==> config.mk <==
export PLATFORM = sky130hd
export DESIGN_NAME = vga_pattern_ctrl
export DESIGN_NICKNAME = d
export VERILOG_FILES = /design/src/rtl/vga_pattern_ctrl.sv
export SDC_FILE = /design/constraint.sdc
export NUM_CORES = 1
export LEC_CHECK = 0
export ABC_AREA = 0
export CAP_MARGIN = 20
export CORE_MARGIN = 1
export CORE_UTILIZATION = 50
export CTS_CLUSTER_SIZE = 28
export DETAILED_ROUTE_END_ITERATION = 6
export DONT_BUFFER_PORTS = 1
export PLACE_DENSITY = 0.68
export SETUP_SLACK_MARGIN = 0.1
export SLEW_MARGIN = 10
export SYNTH_ARGS = -nofsm -noshare
export SYNTH_HDL_FRONTEND = slang
export SYNTH_SLANG_ARGS = --single-unit
==> constraint.sdc <==
create_clock -name pxl_clk -period 2.1 [get_ports pxl_clk]
set_input_delay 0.42 -clock pxl_clk [delete_from_list [all_inputs] [get_ports pxl_clk]]
set_output_delay 0.42 -clock pxl_clk [all_outputs]
set_load 0.02 [all_outputs]
==> src/rtl/vga_pattern_ctrl.sv <==
// vga_pattern_ctrl: frame-synchronous sequencer for the VGA test pattern
// generator. Pattern-change requests arrive over a valid/ready handshake and
// are held until the next vertical-blank boundary, so the picture never
// switches mid-frame. Also counts completed frames in the current pattern.
//
// Optional feature macro: VGA_PATTERN_AUTO_CYCLE_EN
//   defined   -> with auto_en=1 the pattern advances every FRAMES_PER_PATTERN
//                frames while running.
//   undefined -> auto_en is ignored; patterns change only through requests.
module vga_pattern_ctrl #(
  parameter int NUM_PATTERNS       = 4,
  parameter int FRAMES_PER_PATTERN = 60,
  parameter int START_PATTERN      = 0
) (
  input  logic        pxl_clk,
  input  logic        pxl_rst_n,
  input  logic        enable,
  input  logic        vert_active,
  input  logic        req_valid,
  input  logic [2:0]  req_pattern,
  output logic        req_ready,
  input  logic        auto_en,
  output logic [2:0]  pattern_sel,
  output logic        pattern_en,
  output logic [15:0] frame_cnt,
  output logic        switch_pulse,
  output logic        req_err
);

  typedef enum logic [1:0] {
    ST_OFF,
    ST_RUN,
    ST_PEND
  } state_t;

  localparam logic [2:0] START_SEL = 3'(START_PATTERN);
  localparam logic [2:0] LAST_SEL  = 3'(NUM_PATTERNS - 1);
  localparam logic [3:0] NUM_PAT4  = 4'(NUM_PATTERNS);

  state_t      state;
  logic        vert_active_q;
  logic [2:0]  pending;
  logic        frame_end;
  logic        req_fire;
  logic        req_in_range;
  logic [2:0]  next_sel;
  logic [15:0] cnt_inc;
  logic        auto_due;

  // Delay vert_active one cycle so its falling edge marks the start of vblank
  always_ff @(posedge pxl_clk or negedge pxl_rst_n) begin
    if (!pxl_rst_n) vert_active_q <= 1'b0;
    else            vert_active_q <= vert_active;
  end

  assign frame_end    = vert_active_q & ~vert_active;
  assign req_ready    = (state == ST_RUN);
  assign req_fire     = req_valid & req_ready;
  assign req_in_range = ({1'b0, req_pattern} < NUM_PAT4);
  assign next_sel     = (pattern_sel == LAST_SEL) ? 3'd0 : pattern_sel + 3'd1;
  assign cnt_inc      = (frame_cnt == 16'hFFFF) ? frame_cnt : frame_cnt + 16'd1;

`ifdef VGA_PATTERN_AUTO_CYCLE_EN
  localparam logic [15:0] LAST_FRAME = 16'(FRAMES_PER_PATTERN - 1);
  assign auto_due = auto_en & (frame_cnt == LAST_FRAME);
`else
  logic unused_cfg;
  assign auto_due   = 1'b0;
  assign unused_cfg = ^{auto_en, 16'(FRAMES_PER_PATTERN)};
`endif

  // Sequencer: OFF waits for a frame boundary, RUN accepts requests and counts
  // frames, PEND holds an accepted request until the next frame boundary
  always_ff @(posedge pxl_clk or negedge pxl_rst_n) begin
    if (!pxl_rst_n) begin
      state        <= ST_OFF;
      pattern_sel  <= START_SEL;
      pattern_en   <= 1'b0;
      frame_cnt    <= 16'd0;
      switch_pulse <= 1'b0;
      req_err      <= 1'b0;
      pending      <= 3'd0;
    end else begin
      switch_pulse <= 1'b0;
      req_err      <= 1'b0;
      if (!enable) begin
        state      <= ST_OFF;
        pattern_en <= 1'b0;
        frame_cnt  <= 16'd0;
      end else begin
        case (state)
          ST_OFF: begin
            if (frame_end) begin
              state      <= ST_RUN;
              pattern_en <= 1'b1;
              frame_cnt  <= 16'd0;
            end
          end
          ST_RUN: begin
            if (req_fire) begin
              if (req_in_range) begin
                pending <= req_pattern;
                state   <= ST_PEND;
              end else begin
                req_err <= 1'b1;
              end
            end
            if (frame_end) begin
              if (auto_due) begin
                pattern_sel  <= next_sel;
                frame_cnt    <= 16'd0;
                switch_pulse <= 1'b1;
              end else begin
                frame_cnt <= cnt_inc;
              end
            end
          end
          ST_PEND: begin
            if (frame_end) begin
              pattern_sel  <= pending;
              frame_cnt    <= 16'd0;
              switch_pulse <= 1'b1;
              state        <= ST_RUN;
            end
          end
          default: begin
            state      <= ST_OFF;
            pattern_en <= 1'b0;
          end
        endcase
      end
    end
  end

endmodule

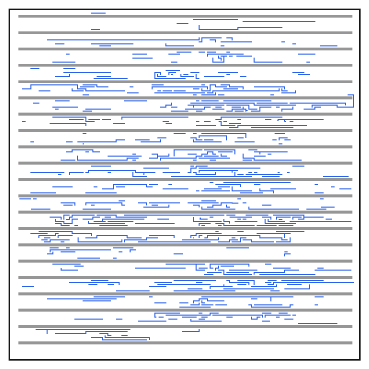
(images/met1.png)
(6 px per um) Supply wires on this layer in gray.
187 nets have wire on it. The longest straight run is 25.3 um. The layer carries 1560 um of wire.
via count: 1406
met1 Resource Use GR: 29.9%

==> impl_metrics.xml <==
<?xml version="1.0" encoding="UTF-8"?>
<metrics>
  <group name="detailed_routing">
    <metric name="ant_nets" unit="">0</metric>
    <metric name="drcViolationCount" unit="">0</metric>
    <metric name="drt_pre_antenna_iters" unit="">4</metric>
  </group>
  <group name="timing">
    <metric name="final_critical_path_setup_slack" unit="ns">0.0770</metric>
    <metric name="grt_setup_unrepaired" unit="">true</metric>
    <metric name="post-route-period-util" unit="%">96.3</metric>
    <metric name="finalClockSkew" unit="ns">0.0112</metric>
    <metric name="tightest_slew" unit="ns">0.562</metric>
    <metric name="report.final.setup_viol" unit="">0</metric>
    <metric name="maxClockFrequency" unit="MHz">494</metric>
  </group>
  <group name="critical_path">
    <metric name="required" unit="ns">2.33</metric>
    <metric name="worstSetupPathType" unit="">reg -&gt; reg</metric>
    <metric name="critical_path.max_stage_delay" unit="ns">0.49</metric>
    <metric name="startpoint_types" unit="">flip-flop</metric>
    <metric name="crit_chain" unit="">inv_2 &gt; ha_4 &gt; and3_4 &gt; or4b_4 &gt; and3_4 &gt; a221o_1</metric>
  </group>
  <group name="cells_and_area">
    <metric name="share_of_layout_cells_above_drive_strength_1" unit="%">30.5</metric>
    <metric name="nNetsFinal" unit="">206</metric>
    <metric name="postLayoutCoreUtil" unit="%">66.7</metric>
    <metric name="postLayoutCellArea" unit="mm^2">0.00202</metric>
  </group>
  <group name="synth">
    <metric name="postSynth.asyncResetShare" unit="%">100</metric>
    <metric name="post_synth_inst_count" unit="">158</metric>
    <metric name="synthDominantCellAreaShare" unit="%">44.4</metric>
    <metric name="dominant_cell_type_by_area_after_synthesis" unit="">sky130_fd_sc_hd__dfrtp_1</metric>
    <metric name="edf_count" unit="">0</metric>
  </group>
  <group name="die">
    <metric name="die-height" unit="um">58.2</metric>
    <metric name="design.core.area" unit="mm^2">0.00303</metric>
    <metric name="die_width" unit="um">58.2</metric>
  </group>
  <group name="grt">
    <metric name="grt_first_pass_wirelength" unit="mm">6.48</metric>
  </group>
  <group name="clocking">
    <metric name="cts.sinks" unit="">28</metric>
    <metric name="clock_tree.root_cell" unit="">sky130_fd_sc_hd__clkbuf_4</metric>
  </group>
  <group name="place">
    <metric name="routabilityCongestion" unit="">0.854</metric>
    <metric name="dp_slack" unit="ns">0.0660</metric>
  </group>
  <group name="run_status">
    <metric name="run_status" unit="">finished, final reports clean</metric>
  </group>
</metrics>
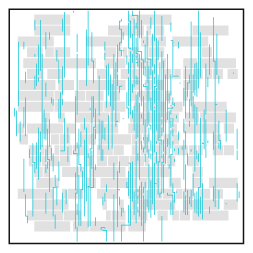
(images/met2.png)
(4 px per um)
The longest straight run is 36.4 um. The layer holds 51% of the routed length. 178 nets have wire on it.
met2 track utilization from global routing: 43.0%
DRT Wirelength: 3.85 mm

[layer usage]
layer	up-vias	part of all wire, %	GRT usage [%]
met3	11	5.7	4.69
met1	674	41	29.9
li1	665	-	-
met4	0	2.8	13.9
met5	-	0	0
met2	56	51	43.0
[power by group]
group,internal [mW],leakage [nW],switching [mW]
clock network,0.193,0.0279,0.164
logic,0.119,0.532,0.119
registers,0.565,0.384,0.0255
[repair_timing]
| action | CTS | global route |
|---|---|---|
| setup endpoints to repair | 4 | 14 |
| pin swaps | 1 | 3 |
| resized | 4 | 5 |
| buffers inserted | 1 | 3 |
| endpoints found under the hold margin | 28 | 0 |
| hold buffers | 2 | 0 |
[cell families after synthesis]
| kind of cell | share of synthesized area (%) |
|---|---|
| AND/OR/NAND/NOR | 24.2 |
| AND-OR/OR-AND | 18.6 |
| flip-flops | 44.4 |
| buffers and inverters | 3.17 |
| multiplexers | 4.92 |
| adder cells (fa/ha/maj) | 4.76 |
[sequential cells by signal (all words and copies together) (netlist names)]
| signal | flops |
|---|---|
| frame_cnt | 16 |
| pattern_en | 1 |
| state | 2 |
| switch_pulse | 1 |
| req_err | 1 |
| pending | 3 |
| vert_active_q | 1 |
| pattern_sel | 3 |
[worst paths after layout]
kind	endpoint	slack (ns)	cells after the start
max in group asynchronous	vert_active_q$_DFF_PN0_	1.44	2
worst max register to register	frame_cnt[10]$_DFFE_PN0P_	0.08	6
worst min register to register	pending[2]$_DFFE_PN0P_	0.51	1
worst max-delay path	frame_cnt[10]$_DFFE_PN0P_	0.08	6
worst min-delay path	vert_active_q$_DFF_PN0_	0.10	0
min in group asynchronous	frame_cnt[4]$_DFFE_PN0P_	0.50	2
[layout make-up]
type | count | area (um^2)
Multi-Input combinational cell | 118 | 920
Clock inverter | 1 | 30.0
Tap cell | 44 | 55.1
Fill cell | 251 | 1010
Sequential cell | 28 | 701
Inverter | 7 | 26.3
Timing Repair Buffer | 33 | 267
Clock buffer | 3 | 22.5
[stage by stage]
stage          instances  hold WS [ns]
6_report             234         0.104
5_1_grt              234        0.0724
4_1_cts              231        0.0895
3_5_place_dp         224         0.125
3_3_place_gp         224         0.125
2_1_floorplan        158         0.124
[cells in the final DEF (no fill, tap or decap), types with 3 or more instances in the layout]
cell type                  Yosys  final
sky130_fd_sc_hd__buf_4         0     30
sky130_fd_sc_hd__dfrtp_1      28     28
sky130_fd_sc_hd__nand2_1      11     11
sky130_fd_sc_hd__nor2_1        8      8
sky130_fd_sc_hd__nand3_1       8      8
sky130_fd_sc_hd__o21ai_0       8      8
sky130_fd_sc_hd__and3_1        6      5
sky130_fd_sc_hd__mux2_2        5      5
sky130_fd_sc_hd__inv_1         7      5
sky130_fd_sc_hd__nand4_1       5      5
sky130_fd_sc_hd__a21oi_1       5      5
sky130_fd_sc_hd__and2_1        4      4
sky130_fd_sc_hd__o211ai_1      4      4
sky130_fd_sc_hd__nor4_1        4      4
sky130_fd_sc_hd__ha_1          6      4
sky130_fd_sc_hd__and4_1        3      3
sky130_fd_sc_hd__nor3_1        3      3
sky130_fd_sc_hd__a211o_1       3      3
sky130_fd_sc_hd__a31oi_1       4      3
sky130_fd_sc_hd__clkbuf_4      0      3
No activity file was given, so power comes from the tool's default toggle rates.
